## config.mk

```make
export PLATFORM = sky130hd
export DESIGN_NAME = uart_tx_serializer_flat
export DESIGN_NICKNAME = d
export VERILOG_FILES = /design/src/rtl/uart_pkg.sv /design/src/rtl/uart_tx_serializer_if.sv /design/src/rtl/uart_baud_tick.sv /design/src/rtl/uart_tx_serializer.sv /design/src/flat_wrapper.sv
export SDC_FILE = /design/constraint.sdc
export NUM_CORES = 1
export LEC_CHECK = 0
export ABC_AREA = 1
export CAP_MARGIN = 30
export CORE_MARGIN = 1
export CORE_UTILIZATION = 59
export CTS_CLUSTER_SIZE = 30
export DETAILED_ROUTE_END_ITERATION = 6
export PLACE_DENSITY = 0.83
export SLEW_MARGIN = 5
export SYNTH_ARGS = -nofsm -noshare
export SYNTH_HDL_FRONTEND = slang
export SYNTH_SLANG_ARGS = --single-unit
```

## constraint.sdc

```tcl
create_clock -name clk -period 3.7 [get_ports clk]
set_input_delay 0.925 -clock clk [delete_from_list [all_inputs] [get_ports clk]]
set_output_delay 0.925 -clock clk [all_outputs]
set_load 0.005 [all_outputs]
```

## src/rtl/uart_pkg.sv

```systemverilog
// Shared UART definitions for the TX and RX sides: FSM state encoding,
// default frame width and the baud divisor derived from CLK_HZ/BAUD.
package uart_pkg;

  typedef enum logic [2:0] {
    ST_IDLE   = 3'd0,
    ST_START  = 3'd1,
    ST_DATA   = 3'd2,
    ST_PARITY = 3'd3,
    ST_STOP   = 3'd4
  } uart_state_e;

  localparam int UART_DATA_WIDTH = 8;
  localparam int UART_CLK_HZ     = 100_000_000;
  localparam int UART_BAUD       = 115_200;

  // Rounded to the nearest whole clock: 100 MHz / 115200 -> 868.
  localparam int UART_BAUD_DIV_DERIVED = (UART_CLK_HZ + UART_BAUD / 2) / UART_BAUD;
  localparam int UART_BAUD_DIV_DEFAULT = UART_BAUD_DIV_DERIVED;

endpackage

```

## src/rtl/uart_tx_serializer_if.sv

```systemverilog
// Byte handshake and status between the UART register block (master)
// and the TX serializer (slave).
interface uart_tx_serializer_if
  import uart_pkg::*;
#(
  parameter int DATA_WIDTH = UART_DATA_WIDTH
) ();

  logic                  tx_valid;
  logic [DATA_WIDTH-1:0] tx_data;
  logic                  tx_ready;
  logic                  tx_busy;
  logic                  tx_done;

  modport master (
    output tx_valid, tx_data,
    input  tx_ready, tx_busy, tx_done
  );

  modport slave (
    input  tx_valid, tx_data,
    output tx_ready, tx_busy, tx_done
  );

endinterface

```

## src/rtl/uart_baud_tick.sv

```systemverilog
// Bit-period counter: counts 0..BAUD_DIV-1 and flags the last clock of
// each bit with bit_end; clr holds it at zero between frames.
module uart_baud_tick
  import uart_pkg::*;
#(
  parameter int BAUD_DIV = UART_BAUD_DIV_DEFAULT
) (
  input  logic clk,
  input  logic rst,
  input  logic clr,
  output logic bit_end
);

  localparam int CNT_W = $clog2(BAUD_DIV);
  localparam logic [CNT_W-1:0] CNT_LAST = CNT_W'(BAUD_DIV - 1);

  logic [CNT_W-1:0] cnt;

  assign bit_end = !clr && (cnt == CNT_LAST);

  always_ff @(posedge clk or posedge rst) begin
    if (rst) begin
      cnt <= '0;
    end else if (clr || bit_end) begin
      cnt <= '0;
    end else begin
      cnt <= cnt + CNT_W'(1);
    end
  end

endmodule

```

## src/rtl/uart_tx_serializer.sv

```systemverilog
// UART transmitter: start, DATA_WIDTH data bits LSB first, optional even
// parity (define UART_TX_PARITY_EN), one stop bit; registered serial output.
module uart_tx_serializer
  import uart_pkg::*;
#(
  parameter int DATA_WIDTH = UART_DATA_WIDTH,
  parameter int BAUD_DIV   = UART_BAUD_DIV_DEFAULT
) (
  input  logic                  clk,
  input  logic                  rst,
  uart_tx_serializer_if.slave   bus,
  output logic                  tx_serial
);

  localparam int IDX_W = $clog2(DATA_WIDTH);
  localparam logic [IDX_W-1:0] IDX_LAST = IDX_W'(DATA_WIDTH - 1);

  uart_state_e           state, state_d;
  logic [DATA_WIDTH-1:0] shreg, shreg_d;
  logic [IDX_W-1:0]      idx, idx_d;
  logic                  serial_d;
  logic                  clr;
  logic                  bit_end;
  logic                  done;

`ifdef UART_TX_PARITY_EN
  logic par_q, par_d;

  function automatic logic even_parity(input logic [DATA_WIDTH-1:0] d);
    return ^d;
  endfunction
`endif

  uart_baud_tick #(.BAUD_DIV(BAUD_DIV)) u_tick (
    .clk     (clk),
    .rst     (rst),
    .clr     (clr),
    .bit_end (bit_end)
  );

  assign bus.tx_ready = (state == ST_IDLE);
  assign bus.tx_busy  = (state != ST_IDLE);
  assign bus.tx_done  = done;

  always_comb begin
    state_d  = state;
    shreg_d  = shreg;
    idx_d    = idx;
    serial_d = 1'b1;
    clr      = 1'b0;
    done     = 1'b0;
`ifdef UART_TX_PARITY_EN
    par_d    = par_q;
`endif
    case (state)
      ST_IDLE: begin
        // Counter held at zero so START gets a full bit period.
        clr = 1'b1;
        if (bus.tx_valid) begin
          shreg_d = bus.tx_data;
          idx_d   = '0;
          state_d = ST_START;
`ifdef UART_TX_PARITY_EN
          par_d   = even_parity(bus.tx_data);
`endif
        end
      end
      ST_START: begin
        serial_d = 1'b0;
        if (bit_end) state_d = ST_DATA;
      end
      ST_DATA: begin
        serial_d = shreg[0];
        if (bit_end) begin
          shreg_d = shreg >> 1;
          idx_d   = idx + IDX_W'(1);
          if (idx == IDX_LAST) begin
`ifdef UART_TX_PARITY_EN
            state_d = ST_PARITY;
`else
            state_d = ST_STOP;
`endif
          end
        end
      end
`ifdef UART_TX_PARITY_EN
      ST_PARITY: begin
        serial_d = par_q;
        if (bit_end) state_d = ST_STOP;
      end
`endif
      ST_STOP: begin
        if (bit_end) begin
          done    = 1'b1;
          state_d = ST_IDLE;
        end
      end
      default: state_d = ST_IDLE;
    endcase
  end

  // Line is registered from the current state, so it trails the FSM by one clock.
  always_ff @(posedge clk or posedge rst) begin
    if (rst) begin
      state     <= ST_IDLE;
      shreg     <= '0;
      idx       <= '0;
      tx_serial <= 1'b1;
`ifdef UART_TX_PARITY_EN
      par_q     <= 1'b0;
`endif
    end else begin
      state     <= state_d;
      shreg     <= shreg_d;
      idx       <= idx_d;
      tx_serial <= serial_d;
`ifdef UART_TX_PARITY_EN
      par_q     <= par_d;
`endif
    end
  end

endmodule

```

## src/flat_wrapper.sv

```systemverilog
// flat-port wrapper written by rule: the top's interface ports become plain ports
module uart_tx_serializer_flat import uart_pkg::*;
#(
  parameter int DATA_WIDTH = UART_DATA_WIDTH,
  parameter int BAUD_DIV   = UART_BAUD_DIV_DEFAULT
)
  (clk, rst, tx_serial, bus_tx_valid, bus_tx_data, bus_tx_ready, bus_tx_busy, bus_tx_done);
  uart_tx_serializer_if #(.DATA_WIDTH(DATA_WIDTH)) bus_i ();
  input  logic clk;
  input  logic rst;
  output logic tx_serial;
  input wire logic [$bits(bus_i.tx_valid)-1:0] bus_tx_valid;
  input wire logic [$bits(bus_i.tx_data)-1:0] bus_tx_data;
  output wire logic [$bits(bus_i.tx_ready)-1:0] bus_tx_ready;
  output wire logic [$bits(bus_i.tx_busy)-1:0] bus_tx_busy;
  output wire logic [$bits(bus_i.tx_done)-1:0] bus_tx_done;
  assign bus_i.tx_valid = bus_tx_valid;
  assign bus_i.tx_data = bus_tx_data;
  assign bus_tx_ready = bus_i.tx_ready;
  assign bus_tx_busy = bus_i.tx_busy;
  assign bus_tx_done = bus_i.tx_done;
  uart_tx_serializer #(.DATA_WIDTH(DATA_WIDTH), .BAUD_DIV(BAUD_DIV)) u_core (.clk(clk), .rst(rst), .bus(bus_i), .tx_serial(tx_serial));
endmodule
```

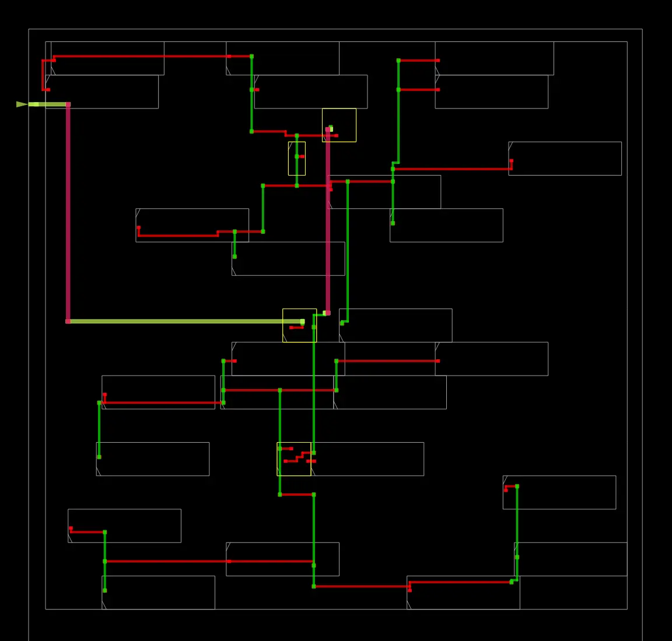
*Clock nets*
Insertion Delay late pin: 320 ps
skew final: 5.76 ps
Clock group: 0.123 mW
number of clock buffers in the layout: 4
Flop Count: 25

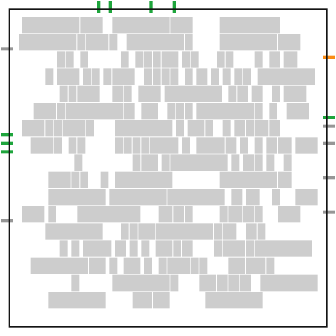
*Pin map*
Pins as bars across the die edge, other pins in grey.
| port | colour | pins | direction | edge |
|---|---|---|---|---|
| tx_serial | orange | 1 | output | east |
| bus_tx_data | green | 8 | input | 4 north, 3 west, 1 east |
Die Height: 50.0 µm
IO Port Bufs: 14
die width: 50.0 µm

==> impl_metrics.json <==
{
  "cts_resized": 0,
  "crit_path_end_kind": "output port",
  "irDropWorstVdd_v": 0.000381,
  "setup_violations": 0,
  "largest_reg_flops": 10,
  "synthTopCellsByArea": "dfrtp_1 (44%), nand2_1 (17%), nand3_1 (5.5%), nand3_2 (4.4%), nor2_1 (4.1%)",
  "grtUsageMet2_pct": 33.8,
  "start_kind": "flip-flop",
  "vias": 1100,
  "p_total_mw": 0.942,
  "n_tap_cell": 28,
  "ff_type": "dfrtp_1",
  "r2r_cells": 8,
  "grt-busiest-layer": "met2",
  "buffers_excl_clock": 15,
  "slowest_delay_ps": 500,
  "wl_per_cell_um": 11.7,
  "drive_gt1_share_pct": 9.94,
  "aoi_share_pct": 2.03,
  "synth.logic.top_family": "simple AND/OR/NAND/NOR gates",
  "power_frac_comb_pct": 43.2,
  "leakagePower_nw": 0.787,
  "yosysUniqueCellTypes": 24,
  "seq_share_pct": 41.1,
  "cts_root_buf": "clkbuf_4",
  "clk_share_pct": 1.72,
  "tightest_slew_ps": 471,
  "postRouteAntennaNets": 0,
  "drtIter0Drc": 15,
  "path_clk_slew_ps": 130,
  "drc": 0,
  "drt-total-wl_um": 2440,
  "yosys-stat-area_mm2": 0.00136,
  "fp_nets": 182,
  "cp_num_cells": 6,
  "finalNonFillerCells": 209,
  "htreeDepth": 1,
  "tns_ps": 0,
  "reg_top3": "u_core.u_tick.cnt x10, u_core.shreg x8",
  "met1_length_um": 1170,
  "ys_seq_share_pct": 46.1,
  "critPathMaxFanout": 4,
  "antenna_cells": 0,
  "clock-sinks": 25,
  "n_all_inverters": 13,
  "rsz0062_at_grt": "no",
  "power_top_consumer": "sequential cells",
  "globalplace.congestion": 0.787,
  "cts_tree": "done",
  "bufAreaShareNonClock_pct": 11.0,
  "cp.required_ps": 2770,
  "synthMuxAreaShare_pct": 0,
  "pwr_density_cell_mw_per_mm2": 618,
  "internal_power_mw": 0.547,
  "timing.critical_path.buf_inv": 1,
  "pwr-share-clk_pct": 13.0,
  "drv_slew": 0,
  "num_rows": 17,
  "synth.avg_cell_area_um2": 8.09,
  "wl_met3_um": 67,
  "synthAdderAreaFrac_pct": 2.76,
  "comb_cells": 124,
  "die-area_mm2": 0.00250,
  "grt_pass1_vias": 970,
  "layout.cells.most_common": "nand2_1",
  "core_area_mm2": 0.00219,
  "switchingPower_mw": 0.395,
  "grt_max_degree": 26,
  "status": "completed",
  "simple_gate_share_pct": 39.6,
  "yosysTopAreaCell": "dfrtp_1",
  "viasPerCell": 5.26,
  "synthCells": 168,
  "nets": 196,
  "placed_area_mm2": 0.00147,
  "largest-register": "u_core.u_tick.cnt",
  "r2r_slack_ps": 1780,
  "final_cell_mix": "nand2_1 (61), dfrtp_1 (24), nor2_1 (15), nand3_1 (15), clkdlybuf4s50_1 (14)",
  "slowest_stage": "clkdlybuf4s50_1",
  "synthTopCellsByCount": "nand2_1 (61), dfrtp_1 (24), nand3_1 (15), nor2_1 (15), inv_1 (13)",
  "ys_warn_count": 0,
  "max_freq_ghz": 0.362,
  "largest_cell_class": "flip-flops and latches",
  "place_inst": 204,
  "io_pins": 15,
  "met1_usage_pct": 29.1
}
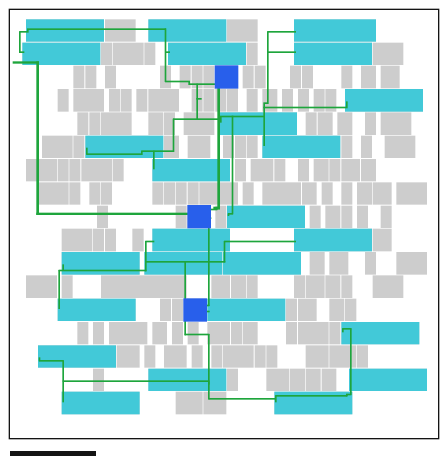
*Clock wires, drivers and flops*
The bar under the picture is 10 µm long.
[clock-net drivers] blue | count: 3
[flip-flops] cyan | count: 25
[clock wires] green | length: 292 µm
flops lie: spread over the die

Power figures rest on the tool's default switching activity, not on a simulated workload.
